File: config.mk
export PLATFORM = sky130hd
export DESIGN_NAME = spi_initiator
export DESIGN_NICKNAME = d
export VERILOG_FILES = /design/src/rtl/spi_initiator_pkg.sv /design/src/rtl/spi_initiator_timer.sv /design/src/rtl/spi_initiator.sv
export SDC_FILE = /design/constraint.sdc
export NUM_CORES = 1
export LEC_CHECK = 0
export ABC_AREA = 1
export CORE_MARGIN = 2
export CORE_UTILIZATION = 55
export CTS_CLUSTER_DIAMETER = 150
export DETAILED_ROUTE_END_ITERATION = 10
export DONT_BUFFER_PORTS = 1
export PLACE_DENSITY = 0.7
export SETUP_SLACK_MARGIN = 0.2
export SYNTH_ARGS = -nofsm -noshare
export SYNTH_HDL_FRONTEND = slang
export SYNTH_HIERARCHICAL = 1
export SYNTH_SLANG_ARGS = --single-unit
export TNS_END_PERCENT = 1
File: constraint.sdc
create_clock -name CLK -period 2.4 [get_ports CLK]
set_clock_uncertainty 0.1 [all_clocks]
set_input_delay 0.48 -clock CLK [delete_from_list [all_inputs] [get_ports CLK]]
set_output_delay 0.48 -clock CLK [all_outputs]
set_load 0.05 [all_outputs]
File: src/rtl/spi_initiator_pkg.sv
// rtl/spi_initiator_pkg.sv - shared state encoding and counter sizing for spi_initiator
package spi_initiator_pkg;

   typedef enum logic [2:0] {
      ST_IDLE  = 3'd0,
      ST_SETUP = 3'd1,
      ST_LOW   = 3'd2,
      ST_HIGH  = 3'd3,
      ST_CHAIN = 3'd4,
      ST_TAIL  = 3'd5,
      ST_GAP   = 3'd6
   } spi_state_t;

   // The phase timer holds (length - 1) of the longest phase, so it needs clog2 of the max length.
   function automatic int phase_cnt_width(input int clk_div, input int cs_setup,
                                          input int cs_hold, input int cs_gap);
      int m;
      m = clk_div;
      if (cs_setup > m) m = cs_setup;
      if (cs_hold > m)  m = cs_hold;
      if (cs_gap > m)   m = cs_gap;
      return (m > 1) ? $clog2(m) : 1;
   endfunction

endpackage

File: src/rtl/spi_initiator_timer.sv
// rtl/spi_initiator_timer.sv - loadable down-counter with done flag shared by all timed phases
module spi_initiator_timer #(
   parameter int WIDTH = 2
) (
   input  logic             clk,
   input  logic             reset,
   input  logic             load,
   input  logic [WIDTH-1:0] load_val,
   output logic             done
);

   logic [WIDTH-1:0] cnt;

   // Load on phase entry, otherwise count down and park at zero.
   always_ff @(posedge clk) begin
      if (reset) begin
         cnt <= '0;
      end else if (load) begin
         cnt <= load_val;
      end else if (cnt != '0) begin
         cnt <= cnt - 1'b1;
      end
   end

   assign done = (cnt == '0);

endmodule

File: src/rtl/spi_initiator.sv
// rtl/spi_initiator.sv - SPI mode-0 initiator, MSB first, with ready/valid word interface
module spi_initiator
   import spi_initiator_pkg::*;
#(
   parameter int WORD_BITS = 64,
   parameter int CLK_DIV   = 4,
   parameter int CS_SETUP  = 2,
   parameter int CS_HOLD   = 2,
   parameter int CS_GAP    = 2
) (
   input  logic                 CLK,
   input  logic                 reset,
   input  logic [WORD_BITS-1:0] tx_word,
   input  logic                 tx_valid,
   output logic                 tx_ready,
   input  logic                 hold_cs,
   output logic [WORD_BITS-1:0] rx_word,
   output logic                 rx_valid,
   output logic                 busy,
   output logic                 SCK,
   output logic                 CS,
   output logic                 COPI,
   input  logic                 CIPO
);

   localparam int TW = phase_cnt_width(CLK_DIV, CS_SETUP, CS_HOLD, CS_GAP);
   localparam int BW = $clog2(WORD_BITS);

   // Timer values are (phase length - 1): the entry cycle counts as the first cycle.
   localparam logic [TW-1:0] T_DIV   = TW'(CLK_DIV - 1);
   localparam logic [TW-1:0] T_SETUP = TW'(CS_SETUP - 1);
   localparam logic [TW-1:0] T_HOLD  = TW'(CS_HOLD - 1);
   localparam logic [TW-1:0] T_GAP   = TW'(CS_GAP - 1);
   localparam logic [BW-1:0] LAST_BIT = BW'(WORD_BITS - 1);

   spi_state_t           state;
   logic [WORD_BITS-1:0] tx_shift;
   logic [WORD_BITS-1:0] rx_shift;
   logic [BW-1:0]        bit_cnt;
   logic                 hold_lat;
   logic                 accept;
   logic                 tmr_load;
   logic [TW-1:0]        tmr_val;
   logic                 tmr_done;

   assign accept = tx_valid && tx_ready;
   assign busy   = (state != ST_IDLE);

   spi_initiator_timer #(.WIDTH(TW)) u_timer (
      .clk      (CLK),
      .reset    (reset),
      .load     (tmr_load),
      .load_val (tmr_val),
      .done     (tmr_done)
   );

   // Arm the timer with the length of whichever phase is entered on this edge.
   always_comb begin
      tmr_load = 1'b0;
      tmr_val  = T_DIV;
      case (state)
         ST_IDLE: begin
            if (accept) begin
               tmr_load = 1'b1;
               tmr_val  = T_SETUP;
            end
         end
         ST_SETUP, ST_LOW: begin
            if (tmr_done) tmr_load = 1'b1;
         end
         ST_HIGH: begin
            if (tmr_done) begin
               tmr_load = 1'b1;
               if (bit_cnt == '0) tmr_val = T_HOLD;
            end
         end
         ST_CHAIN: begin
            if (accept) begin
               tmr_load = 1'b1;
            end else if (!tx_valid && !hold_cs) begin
               tmr_load = 1'b1;
               tmr_val  = T_HOLD;
            end
         end
         ST_TAIL: begin
            if (tmr_done) begin
               tmr_load = 1'b1;
               tmr_val  = T_GAP;
            end
         end
         default: ;
      endcase
   end

   // Walk CS/SCK/COPI through the transfer phases; CIPO is captured as SCK rises.
   always_ff @(posedge CLK) begin
      if (reset) begin
         state    <= ST_IDLE;
         CS       <= 1'b1;
         SCK      <= 1'b0;
         COPI     <= 1'b0;
         tx_ready <= 1'b0;
         rx_word  <= '0;
         rx_valid <= 1'b0;
         tx_shift <= '0;
         rx_shift <= '0;
         bit_cnt  <= '0;
         hold_lat <= 1'b0;
      end else begin
         rx_valid <= 1'b0;
         case (state)
            ST_IDLE: begin
               tx_ready <= 1'b1;
               if (accept) begin
                  tx_shift <= tx_word;
                  hold_lat <= hold_cs;
                  bit_cnt  <= LAST_BIT;
                  COPI     <= tx_word[WORD_BITS-1];
                  CS       <= 1'b0;
                  tx_ready <= 1'b0;
                  state    <= ST_SETUP;
               end
            end
            ST_SETUP: begin
               if (tmr_done) state <= ST_LOW;
            end
            ST_LOW: begin
               if (tmr_done) begin
                  SCK      <= 1'b1;
                  rx_shift <= {rx_shift[WORD_BITS-2:0], CIPO};
                  state    <= ST_HIGH;
               end
            end
            ST_HIGH: begin
               if (tmr_done) begin
                  SCK <= 1'b0;
                  if (bit_cnt != '0) begin
                     tx_shift <= tx_shift << 1;
                     COPI     <= tx_shift[WORD_BITS-2];
                     bit_cnt  <= bit_cnt - 1'b1;
                     state    <= ST_LOW;
                  end else begin
                     rx_word  <= rx_shift;
                     rx_valid <= 1'b1;
                     if (hold_lat) begin
                        tx_ready <= 1'b1;
                        state    <= ST_CHAIN;
                     end else begin
                        state <= ST_TAIL;
                     end
                  end
               end
            end
            ST_CHAIN: begin
               if (accept) begin
                  tx_shift <= tx_word;
                  hold_lat <= hold_cs;
                  bit_cnt  <= LAST_BIT;
                  COPI     <= tx_word[WORD_BITS-1];
                  tx_ready <= 1'b0;
                  state    <= ST_LOW;
               end else if (!tx_valid && !hold_cs) begin
                  tx_ready <= 1'b0;
                  state    <= ST_TAIL;
               end
            end
            ST_TAIL: begin
               if (tmr_done) begin
                  CS    <= 1'b1;
                  state <= ST_GAP;
               end
            end
            ST_GAP: begin
               if (tmr_done) begin
                  tx_ready <= 1'b1;
                  state    <= ST_IDLE;
               end
            end
            default: state <= ST_IDLE;
         endcase
      end
   end

endmodule

Figure 1. Metal 1 (run 1).
The bar under the picture is 50 µm long.
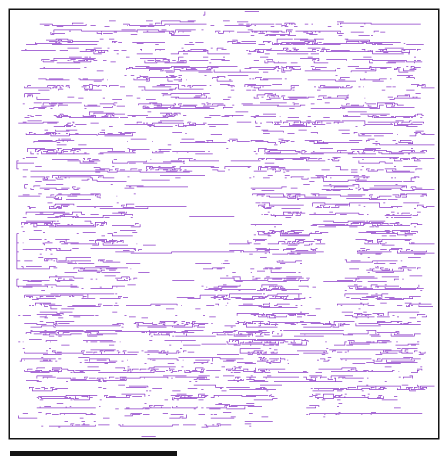
longest straight run: 33.6 µm
share of all routed wire: 44%
main direction: horizontal

Figure 2. The metal 3 layer (run 1).
The bar under the picture is 50 µm long. Cells faint in the background.
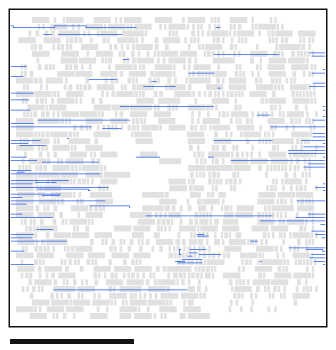
share of all routed wire: 6.6%
main direction: horizontal
wire length on this layer: 1180 µm

Figure 3. Local utilization (run 1).
The die is cut into 13 by 13 equal tiles; white is low, dark blue is high, 0 to 100% covered.
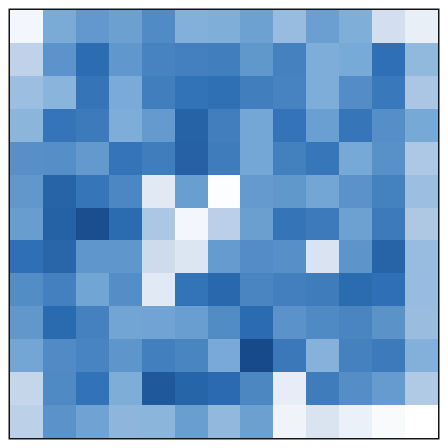
mean over tiles: 55%
fullest tile: 90%
tiles over 75% full: 10%

==> out/metrics.cfg, run 1 <==
[cells_and_area]
nets = 1245
comb_area_um2 = 3780

[yosys]
fa_ha_area_share_pct = 0.445
synth_top_cell_by_count = nand2_1
ys_ff = 208
yosys.area_share.simple_pct = 31.3
syn_area_per_cell_um2 = 6.96
top_area_share_pct = 49.4

[cts]
tritoncts = built
cts.sinks = 208
cts_made_buffers = 22
clkSlewWorstSetupHoldPaths_ps = 60

[run_status]
status = finished clean

[power_and_ir_drop]
powerSeq_mw = 4.56
pg_comb_mw = 3.61

[setup_path]
rr_startpoint = state[0]$_SDFFE_PP0P_
cp.arrival_ps = 1440
r2r_end = bit_cnt[5]$_SDFFE_PP0P_

[hold_path]
hold_start = hold_cs

[final_timing]
hold_viol = 0

[place]
dpl.cell_count = 1336

[global_routing]
grt_pass1_vias = 6503

==> run 1 -> run 2 <==
- PLACE_DENSITY: 0.7 -> 0.73
- clock period: 2.4 -> 1.84 ns (I/O delays scaled with it)
Figure 4. Metal 1 (run 2).
The bar under the picture is 50 µm long.
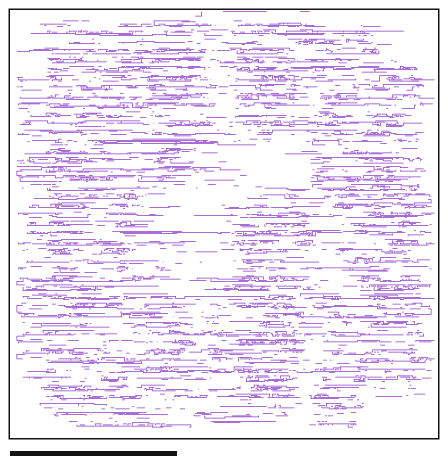
longest straight run: 29.0 µm
nets with wire on the layer: 1211
main direction: horizontal
wire length on this layer: 8840 µm
share of all routed wire: 42%

==> run 2 against run 1 <==
Compared with the run above: the flow now finishes with violations (hold timing); worst hold slack got worse by 190 ps; sequential power rose by 31%; critical path depth did not move; flip-flop count did not move; sequential share of layout area fell by 4.3 points; critical endpoint unchanged.
==> out/metrics.cfg, run 2 <==
[run_status]
status = complete, but fails checks  ; was finished clean
violations = hold timing

[yosys]
yosys.area_share.simple_pct = 31.3  ; unchanged
netlist_instances = 1211  ; unchanged
top_area_share_pct = 49.4  ; unchanged
ys_ff = 208  ; unchanged
syn_area_per_cell_um2 = 6.96  ; unchanged
fa_ha_area_share_pct = 0.445  ; unchanged
synth_top_cell_by_count = nand2_1  ; unchanged

[final_timing]
slew_headroom_pct = 59.5  ; was 59.1%
hold_viol = 73  ; was 0
whs_ps = -150  ; was 40.3 ps

[power_and_ir_drop]
powerSeq_mw = 5.98  ; was 4.56 mW
p_leak_nw = 4.25  ; was 3.74 nW
pg_comb_mw = 6.96  ; was 3.61 mW
power.total_mw = 17.3  ; was 11.5 mW
irDropWorstVdd_mv = 1.01  ; was 0.692 mV
swShare_pct = 35.8  ; was 36.1%

[hold_path]
hold_start = reset  ; was hold_cs

[cts]
cts.path.max_buffers = 3  ; unchanged
cts_made_buffers = 22  ; unchanged
cts.sinks = 208  ; unchanged
clkSlewWorstSetupHoldPaths_ps = 60  ; about the same
tritoncts = built  ; unchanged

[cells_and_area]
nets = 1312  ; was 1245
finalInstanceArea_um2 = 10300  ; was 9260 µm²
most-common-layout-cells = nand2_1 (357), nor2_1 (272), dfxtp_1 (201)  ; was nand2_1 (367), nor2_1 (274), dfxtp_1 (208)
comb_area_um2 = 3900  ; was 3780 µm²
nonClkBufAreaFrac_pct = 11.1  ; was 2.94%
fillers = 1313  ; was 1460

[setup_path]
cp.arrival_ps = 1280  ; was 1440 ps
path_buffers = 1  ; unchanged
rr_startpoint = state[0]$_SDFFE_PP0P_  ; unchanged
r2r_end = tx_shift[50]$_SDFFE_PP0P_  ; was bit_cnt[5]$_SDFFE_PP0P_
cp_max_fo = 7  ; was 8
cp-endpoint = busy  ; unchanged

[global_routing]
antenna_found_initial = 0  ; unchanged
grt_pass1_vias = 6776  ; was 6503

[place]
dpl.cell_count = 1355  ; was 1336

==> run 2 -> run 3 <==
- CORE_UTILIZATION: 55 -> 25
- PLACE_DENSITY: 0.73 -> not set
Figure 5. Metal 1 (run 3).
The bar under the picture is 50 µm long.
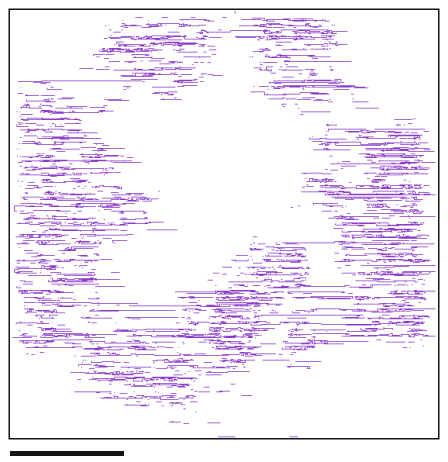
main direction: horizontal
nets with wire on the layer: 1200

==> run 3 against run 2 <==
Compared with the run above: the run still ends with hold timing left; register-to-register slack improved by 50 ps; synthesized cell count unchanged; clock power grew 15%; first-iteration DRC count fell by 51%; final area is 1.6% higher; flip-flop count did not move; worst hold slack worse by 38 ps.
==> out/metrics.cfg, run 3 <==
[run_status]
status = complete, but fails checks  ; unchanged
violations = hold timing  ; unchanged

[yosys]
syn_area_per_cell_um2 = 6.96  ; unchanged
synth_top_cell_by_count = nand2_1  ; unchanged
netlist_instances = 1211  ; unchanged
yosys.area_share.simple_pct = 31.3  ; unchanged
ys_ff = 208  ; unchanged
fa_ha_area_share_pct = 0.445  ; unchanged
top_area_share_pct = 49.4  ; unchanged

[cts]
tritoncts = built  ; unchanged
clkSlewWorstSetupHoldPaths_ps = 60  ; about the same
cts_made_buffers = 24  ; was 22
cts.path.max_buffers = 3  ; unchanged

[cells_and_area]
comb_area_um2 = 3910  ; was 3900 µm²
finalInstanceArea_um2 = 10400  ; was 10300 µm²
nNonClkBuffers = 69  ; was 83
most-common-layout-cells = nand2_1 (358), nor2_1 (272), dfxtp_1 (201)  ; was nand2_1 (357), nor2_1 (272), dfxtp_1 (201)
syn_to_final_growth_pct = 23.9  ; was 21.9%
nets = 1299  ; was 1312
fillers = 3644  ; was 1313
nonClkBufAreaFrac_pct = 8.26  ; was 11.1%
comb_area_share_pct = 37.4  ; was 37.9%

[power_and_ir_drop]
pg_comb_mw = 6.64  ; was 6.96 mW
powerSeq_mw = 5.98  ; about the same
internal_power_mw = 11.2  ; was 11.1 mW
irDropWorstVdd_mv = 0.758  ; was 1.01 mV
power.total_mw = 17.6  ; was 17.3 mW
swShare_pct = 36.3  ; was 35.8%
clkPwrFrac_pct = 28.2  ; was 25.0%

[setup_path]
r2r_end = rx_shift[41]$_SDFFE_PP0P_  ; was tx_shift[50]$_SDFFE_PP0P_
path_buffers = 1  ; unchanged
rr_startpoint = state[2]$_SDFFE_PP0P_  ; was state[0]$_SDFFE_PP0P_
cp-endpoint = busy  ; unchanged
cp.arrival_ps = 1280  ; about the same
cp_max_fo = 5  ; was 7

[route]
ant_nets = 0  ; unchanged
dr.pass1.iters = 4  ; unchanged

[final_timing]
slew_headroom_pct = 60.3  ; was 59.5%
hold_viol = 73  ; unchanged
whs_ps = -188  ; was -150 ps

[place]
gp_congestion = 0.795  ; was 0.864
dpl.cell_count = 1622  ; was 1355

[global_routing]
antenna_found_initial = 0  ; unchanged
grt_pass1_vias = 6984  ; was 6776
grt_pass1_wl_mm = 35.2  ; was 31.3 mm

[floorplanning]
die_h_um = 188  ; was 128 µm
nWellTaps = 448  ; was 188

[hold_path]
hold_start = reset  ; unchanged

Power is estimated from default activity; no workload was simulated.
